## src/rtl/pal_scanout_sequencer.sv

```systemverilog
// PAL frame/line scheduler: 625-line tick/line counters, line classification, per-line BRAM
// row fetch and 1 bpp pixel shifter. Define PAL_TEST_PATTERN_EN to add i_test_pattern bars.
module pal_scanout_sequencer #(
    parameter int unsigned LINE_TICKS = 10176,
    parameter int unsigned HALF_TICKS = 5088,
    parameter int unsigned T_FP       = 262,
    parameter int unsigned T_SYNC     = 747,
    parameter int unsigned T_BP       = 890,
    parameter int unsigned T_LONG     = 4341,
    parameter int unsigned T_SHORT    = 374,
    parameter int unsigned PIXELS     = 300,
    parameter int unsigned PIX_TICKS  = 27
) (
    input  logic              i_CLK,
    input  logic              i_RST,
    input  logic              i_enable,
`ifdef PAL_TEST_PATTERN_EN
    input  logic              i_test_pattern,
`endif
    output logic              o_bram_rd_en,
    output logic [9:0]        o_bram_addr,
    input  logic [PIXELS-1:0] i_bram_data,
    output logic [1:0]        o_level,
    output logic [9:0]        o_line,
    output logic              o_field,
    output logic              o_frame_start
);

    localparam int unsigned TW = $clog2(LINE_TICKS);
    localparam int unsigned PW = (PIX_TICKS > 1) ? $clog2(PIX_TICKS) : 1;

    localparam logic [TW-1:0] LastTick  = TW'(LINE_TICKS - 1);
    localparam logic [TW-1:0] HalfTick  = TW'(HALF_TICKS);
    localparam logic [TW-1:0] LongEnd   = TW'(T_LONG);
    localparam logic [TW-1:0] ShortEnd  = TW'(T_SHORT);
    localparam logic [TW-1:0] FpEnd     = TW'(T_FP);
    localparam logic [TW-1:0] SyncEnd   = TW'(T_FP + T_SYNC);
    localparam logic [TW-1:0] ActStart  = TW'(T_FP + T_SYNC + T_BP);
    localparam logic [TW-1:0] ActEnd    = TW'(T_FP + T_SYNC + T_BP + PIXELS * PIX_TICKS);
    localparam logic [TW-1:0] FetchTick = TW'(2);
    localparam logic [PW-1:0] PixLast   = PW'(PIX_TICKS - 1);

    localparam logic [1:0] LvlLow   = 2'd0;
    localparam logic [1:0] LvlBlack = 2'd1;
    localparam logic [1:0] LvlWhite = 2'd2;

    typedef enum logic [0:0] {StIdle, StRun} state_e;
    typedef enum logic [2:0] {LnNormal, LnLongLong, LnLongShort, LnShortLong, LnShortShort} kind_e;

    function automatic logic is_visible(input logic [9:0] l);
        return (l >= 10'd23 && l <= 10'd310) || (l >= 10'd336 && l <= 10'd623);
    endfunction

    // Even rows go to the first field, odd rows to the second.
    function automatic logic [9:0] row_of(input logic [9:0] l);
        if (l <= 10'd310) return (l - 10'd23) << 1;
        return ((l - 10'd336) << 1) | 10'd1;
    endfunction

    state_e            state_q, state_d;
    logic [TW-1:0]     tick_q, tick_d;
    logic [9:0]        line_q, line_d;
    logic [1:0]        level_q, level_d;
    logic              rd_en_q, rd_en_d;
    logic [9:0]        addr_q, addr_d;
    logic              field_q, field_d;
    logic              frame_start_q, frame_start_d;
    logic [PIXELS-1:0] shift_q, shift_d;
    logic [PW-1:0]     pix_q, pix_d;

    kind_e             kind;
    logic              second_half, long_half, in_active, use_bram, pix_bit;
    logic [TW-1:0]     htick;

`ifdef PAL_TEST_PATTERN_EN
    logic [9:0] pix_idx_q, pix_idx_d;

    assign use_bram = !i_test_pattern;
    assign pix_bit  = i_test_pattern ? pix_idx_q[5] : shift_q[0];

    always_comb begin
        pix_idx_d = pix_idx_q;
        if (!in_active) pix_idx_d = '0;
        else if (pix_q == PixLast) pix_idx_d = pix_idx_q + 10'd1;
    end

    always_ff @(posedge i_CLK) begin
        if (i_RST) pix_idx_q <= '0;
        else       pix_idx_q <= pix_idx_d;
    end
`else
    assign use_bram = 1'b1;
    assign pix_bit  = shift_q[0];
`endif

    always_ff @(posedge i_CLK) begin
        if (i_RST) begin
            state_q       <= StIdle;
            tick_q        <= '0;
            line_q        <= 10'd1;
            level_q       <= LvlLow;
            rd_en_q       <= 1'b0;
            addr_q        <= '0;
            field_q       <= 1'b0;
            frame_start_q <= 1'b0;
            shift_q       <= '0;
            pix_q         <= '0;
        end else begin
            state_q       <= state_d;
            tick_q        <= tick_d;
            line_q        <= line_d;
            level_q       <= level_d;
            rd_en_q       <= rd_en_d;
            addr_q        <= addr_d;
            field_q       <= field_d;
            frame_start_q <= frame_start_d;
            shift_q       <= shift_d;
            pix_q         <= pix_d;
        end
    end

    always_comb begin
        state_d = state_q;
        tick_d  = tick_q;
        line_d  = line_q;
        unique case (state_q)
            StIdle: if (i_enable) state_d = StRun;
            StRun: begin
                if (tick_q == LastTick) begin
                    tick_d = '0;
                    if (line_q == 10'd625) begin
                        line_d = 10'd1;
                        if (!i_enable) state_d = StIdle;
                    end else begin
                        line_d = line_q + 10'd1;
                    end
                end else begin
                    tick_d = tick_q + TW'(1);
                end
            end
            default: state_d = StIdle;
        endcase
    end

    always_comb begin
        case (line_q)
            10'd1, 10'd2, 10'd314, 10'd315: kind = LnLongLong;
            10'd3:                           kind = LnLongShort;
            10'd313:                         kind = LnShortLong;
            10'd4, 10'd5, 10'd311, 10'd312, 10'd316, 10'd317,
            10'd623, 10'd624, 10'd625:       kind = LnShortShort;
            default:                         kind = LnNormal;
        endcase
    end

    assign second_half = tick_q >= HalfTick;
    assign htick       = second_half ? tick_q - HalfTick : tick_q;
    assign long_half   = (kind == LnLongLong) || (kind == LnLongShort && !second_half) ||
                         (kind == LnShortLong && second_half);
    assign in_active   = (state_q == StRun) && (tick_q >= ActStart) && (tick_q < ActEnd);

    always_comb begin
        level_d       = LvlBlack;
        rd_en_d       = 1'b0;
        addr_d        = addr_q;
        shift_d       = shift_q;
        pix_d         = '0;
        field_d       = line_d >= 10'd313;
        frame_start_d = (state_d == StRun) && (tick_d == '0) && (line_d == 10'd1);

        // Look ahead so the strobe coincides with tick 0 of the visible line.
        if (state_d == StRun && tick_d == '0 && is_visible(line_d) && use_bram) begin
            rd_en_d = 1'b1;
            addr_d  = row_of(line_d);
        end

        if (state_q == StRun) begin
            if (kind != LnNormal) begin
                level_d = (htick < (long_half ? LongEnd : ShortEnd)) ? LvlLow : LvlBlack;
            end else if (tick_q >= FpEnd && tick_q < SyncEnd) begin
                level_d = LvlLow;
            end else if (in_active && is_visible(line_q) && pix_bit) begin
                level_d = LvlWhite;
            end

            if (tick_q == FetchTick && is_visible(line_q) && use_bram) shift_d = i_bram_data;

            if (in_active) begin
                if (pix_q == PixLast) shift_d = shift_q >> 1;
                else                  pix_d   = pix_q + PW'(1);
            end
        end
    end

    assign o_bram_rd_en  = rd_en_q;
    assign o_bram_addr   = addr_q;
    assign o_level       = level_q;
    assign o_line        = line_q;
    assign o_field       = field_q;
    assign o_frame_start = frame_start_q;

endmodule
```

## config.mk

```make
export PLATFORM = sky130hd
export DESIGN_NAME = pal_scanout_sequencer
export DESIGN_NICKNAME = d
export VERILOG_FILES = /design/src/rtl/pal_scanout_sequencer.sv
export SDC_FILE = /design/constraint.sdc
export NUM_CORES = 1
export LEC_CHECK = 0
export ABC_AREA = 1
export ABC_CLOCK_PERIOD_IN_PS = 5640
export CAP_MARGIN = 20
export CORE_MARGIN = 2
export CORE_UTILIZATION = 34
export DETAILED_ROUTE_END_ITERATION = 7
export DONT_BUFFER_PORTS = 1
export SLEW_MARGIN = 20
export SYNTH_ARGS = -nofsm -noshare
export SYNTH_HDL_FRONTEND = slang
export SYNTH_SLANG_ARGS = --single-unit
```

## constraint.sdc

```tcl
create_clock -name i_CLK -period 5.64 [get_ports i_CLK]
set_input_delay 1.41 -clock i_CLK [delete_from_list [all_inputs] [get_ports i_CLK]]
set_output_delay 1.41 -clock i_CLK [all_outputs]
set_load 0.05 [all_outputs]
```

Fig. 1: clock routing
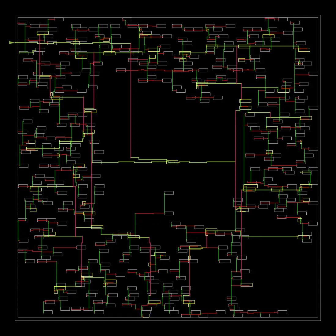
number of clock-tree buffers in the layout: 62
Setup Skew: 19.1 ps

Fig. 2: close-up of the layout
Window x 102 to 142, y 102 to 142 um. Cells in gray, sequential cells in the stronger gray; small squares are vias.
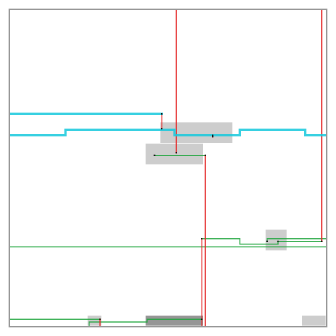
- cyan: M3
- red: M2
- green: M1
- sequential cells in the window: 1
- netlist names of flops here include: `shift_q` (1)
- cells with their middle in the window: 5

Fig. 3: routed clock nets over the placement
The bar under the picture is 50 um long.
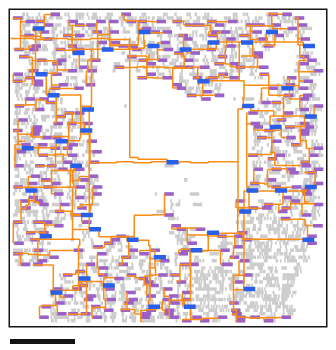
- orange: clock wires (length 5540 um)
- purple: flip-flops (count 345)
- blue: clock-net drivers (count 42)
- routed clock nets: 43
- flops lie: spread over the die

Fig. 4: routed metal per tile
The bar under the picture is 50 um long. 24 x 24 tiles, from white (low) to dark blue (high), scaled to the fullest tile. Values are wire area over tile area, all layers added.
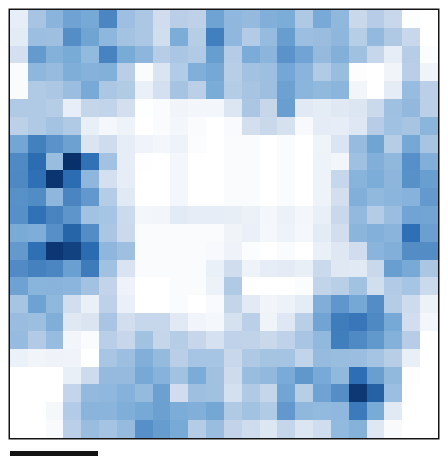
- tiles over half the peak: 16%
- emptiest ninth of the die: center
- mean over tiles: 0.16
gr usage total: 18.5%
Wirelength per Cell: 16.0 um
number of vias in the routed layout: 18986
detailed-route wire length: 57900 um

Fig. 5: the metal 3 layer
Cells faint in the background.
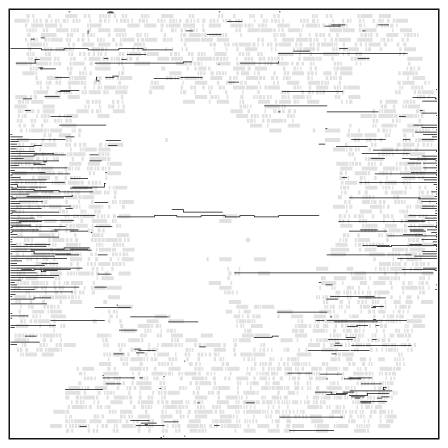
- longest straight run: 113 um
- wire length on this layer: 4140 um

==> metrics.log <==
[metrics] run summary
[metrics] most numerous logic cells after layout: nand2_1 (461), inv_1 (377), nand3_1 (355)
[metrics] number of synthesis warnings: 0
[metrics] number of nets produced by synthesis: 3302
[metrics] clk buf depth: 3
[metrics] Synth Flop Type: dfxtp_1
[metrics] Worst Hold Class: reg -> reg
[metrics] measured slew at the worst slew-check pin: around 1100 ps
[metrics] element type at the critical path end: flip-flop
[metrics] post-cts gate resize count: 0
[metrics] Insertion Delay late pin: 560 ps
[metrics] number of distinct library cell variants in the gate-level netlist after synthesis: 45
[metrics] min-delay src: pix_q[0]
[metrics] Post-Synthesis Cell Area: 19600 sq um
[metrics] dpl hpwl: 34300 um
[metrics] OpenROAD warning count: 63
[metrics] core outline area: 57400 sq um
[metrics] Period minus WS final: 3830 ps
[metrics] cell type with the largest total area: dfxtp_1
[metrics] number of core rows: 88
[metrics] yosys stat cell total: 2976
[metrics] worst hold path depth: 1
[metrics] synthesized area per cell: 6.59 sq um
[metrics] Hold WS: around 460 ps
[metrics] floorplan die height: 244 um
[metrics] switch share: 24.3%
[metrics] cell depth of the worst flop-to-flop path: 20
[metrics] maximum fanout encountered on the critical timing path: 12
[metrics] Power Internal: 0.00406 W
[metrics] post-synthesis sequential area ratio: 35.2%
[metrics] core occupancy in the finished layout: about 37%
[metrics] H-tree levels: 2
[metrics] PortBufs: 0
[metrics] power density over the cells: 253 nW/um^2
[metrics] clock tree from TritonCTS: built
[metrics] Setup Total Neg Slack: 0 ps
[metrics] clock-pin transition on the worst setup and hold timing paths: 60 ps
[metrics] number of buffers inserted during clock tree synthesis: 42
[metrics] area delta synth->final: 8.31%
[metrics] Pre-Repair DR Iteration Count: 5
[metrics] nets: 3121
[metrics] total global routing overflow: 0
[metrics] number of pins with negative max-slew slack in the final report: 0
[metrics] Detailed Route Iter0 Violations: 1652
[metrics] count of nets left with antenna violations after detail routing: 0
[metrics] final estimated routing congestion in global placement: ~0.9
[metrics] fmax: 261 MHz
[metrics] final routed DRC violation total: 0
[metrics] launching point of the worst reg2reg path: o_line[1]
[metrics] share of async-settable or async-resettable flops after synthesis: 0%
[metrics] routed vias/inst: 5.26
[metrics] kind of critical path: reg -> reg
[metrics] destination of the worst hold path: pix_q[0]
[metrics] startpoint kind of the worst setup timing path: flip-flop
[metrics] total power draw: 0.00536 W
[metrics] data required time at the worst endpoint: 6120 ps
[metrics] proportion of layout cells with a drive suffix above 1: between 5 and 6%
[metrics] worst rel slew slack: 23.9%
[metrics] outcome: finished clean
[metrics] portion of the clock cycle consumed by the worst path in the final layout: 67.9%
[metrics] first-pass GRT wire length: between 90000 and 100000 um
[metrics] register bit total from synthesis: between 300 and 400
[metrics] static leakage: 6.23 nW
[metrics] number of global-route vias before repair: 16810
[metrics] summed standard-cell area reported by yosys: approximately 20000 sq um
[metrics] power share of the clock group: around 50%
[metrics] Post CTS Setup Buffer Count: 0
[metrics] net switching power of the design: approximately 0.0013 W
[metrics] top area contributor share: 35.2%
[metrics] main area contributors after synthesis: dfxtp_1 (35%), a31oi_1 (9.6%), nand3_1 (9.1%)
[metrics] endpoint of the lowest-slack register-to-register path: o_bram_addr[6]
[metrics] pin count of the biggest net entering global routing: 329
[metrics] initial antenna violation count: 29
[metrics] total number of clock tree sinks: 345
[metrics] number of standard cells after synthesis: around 3000
[metrics] setup repair after global routing missed its margin: false
[metrics] area of combinational cells with multiple inputs: 10300 sq um
[metrics] Setup Viol. Count Final: 0
[metrics] Post-synth EDFFs: 0
[metrics] critical path arrival: between 4000 and 5000 ps
[metrics] sequential cell fraction of total power: 45.9%
[metrics] floorplan die area: 59600 sq um
[metrics] buffer type at the clock tree root: clkbuf_16
[metrics] part of the total power dissipated in combinational logic: about 3.9%
[metrics] number of filler instances in the final layout: 6056
[metrics] die extent in x: 244 um
[metrics] maximum vdd drop: 199 uV
[metrics] storage element area: 6910 sq um
[metrics] Final Hold Violation Tally: 0
[metrics] max-capacitance violation count: 0
[metrics] top-level I/O count: around 330
[metrics] Reg2Reg Setup Slack: 1810 ps
[metrics] Top cell excl fill/tap: nand2_1
[metrics] initial standard-cell utilization of the core: 34.2%
[metrics] number of buffers added to fix hold violations after cts: 0
## worst max-delay path by stage
stage | startpoint | end | slack, ps
after floorplan | o_line[1] | o_bram_addr[2] | 2550
after global placement | o_line[4] | shift_q[142] | 1760
after detailed placement | o_line[5] | shift_q[119] | 1640
after CTS | o_line[5] | shift_q[115] | 1630
after global routing | o_line[4] | shift_q[122] | 1450
final | o_line[1] | o_bram_addr[6] | 1810
## cells by family (layout without fill, tap and decap cells)
group                    Yosys count  in the layout  synth area share [%]
AND/OR/NAND/NOR                  996            996                  23.0
AND-OR/OR-AND                    962            962                  26.8
buffers and inverters            628            477                  12.5
flip-flops                       345            345                  35.2
adder cells (fa/ha/maj)           23             23                  1.47
XOR/XNOR                          22             22                 0.983
other                              0             21                     0
## cells in the mapped netlist (2+ instances only)
cell type    n
nor2_4       4
buf_1        5
a21oi_1    321
a31oi_1    302
nor3_1       8
or2_2        3
nand2_4      6
inv_1      378
dfxtp_1    345
clkbuf_1   197
nor2_1     100
nor4_1       3
nand3_1    355
nor2_2       9
o31ai_1      4
buf_4        7
o2111ai_1    2
nand4_1     16
nand3_2      7
ha_1        23
nand3b_1     2
o21a_1       2
inv_2        6
o21ai_0    318
o21ai_1      7
nand2_1    463
buf_6        4
xor2_1      21
nand2_2     11
nand4_2      2
buf_2       31
## power groups by stage
stage | clock network (W) | registers, W | logic, W
floorplan | 0 | 0.00250 | 0.000192
CTS | 0.00278 | 0.00246 | 0.000207
global placement | 0 | 0.00252 | 0.000209
finish | 0.00269 | 0.00246 | 0.000207
global route | 0.00288 | 0.00246 | 0.000223
detailed placement | 0 | 0.00252 | 0.000207
## worst max-delay path, stage by stage, from the launching register on
cell and delay (ps):
dfxtp_1 830, ha_1 440, inv_1 120, nor2_2 220, nand2_1 70, nand3_1 120
o21ai_1 100, a21oi_4 350, inv_1 150, ha_1 230, inv_1 80, nor2_2 50
nand2_1 70, nand3_2 130, nand2_2 210, nand2_2 90, nand2_4 140, nand2_4 110
nand2_1 80, nand2_1 40, nor2_1 120
## layer usage
layer	part of all wire [%]	vias to the layer above	track usage [%]	wire length, um
met5	0.28	-	0	160
met4	1.8	24	5.54	1050
met3	7.2	89	4.84	4140
met2	44	463	27.7	25700
met1	46	8617	25.9	26800
li1	-	9793	-	-
## per-stage QoR
stage	std cells	setup slack, ps	area, sq um
floorplan	2976	2550	19600
global placement	3515	1760	19800
detailed placement	3515	1640	19800
CTS	3589	1630	21100
global route	3602	1450	21200
finish	3611	1810	21200
## area by class of cell
type / instances / share of cell area (%)
Clock inverter: 12 / 0.460
Clock buffer: 62 / 5.92
Timing Repair Buffer: 19 / 1.14
Inverter: 384 / 6.86
Sequential cell: 345 / 32.5
Multi-Input combinational cell: 2003 / 48.3
Antenna cell: 21 / 0.248
Tap cell: 765 / 4.51
## registers in the layout, summed over array words and instances (netlist names)
| signal | cells |
|---|---|
| shift_q | 300 |
| tick_q | 14 |
| o_bram_addr | 10 |
| o_line | 10 |
| pix_q | 5 |
| o_level | 2 |
| o_bram_rd_en | 1 |
| o_field | 1 |
| o_frame_start | 1 |
| state_q | 1 |
Power figures rest on the tool's default switching activity, not on a simulated workload.
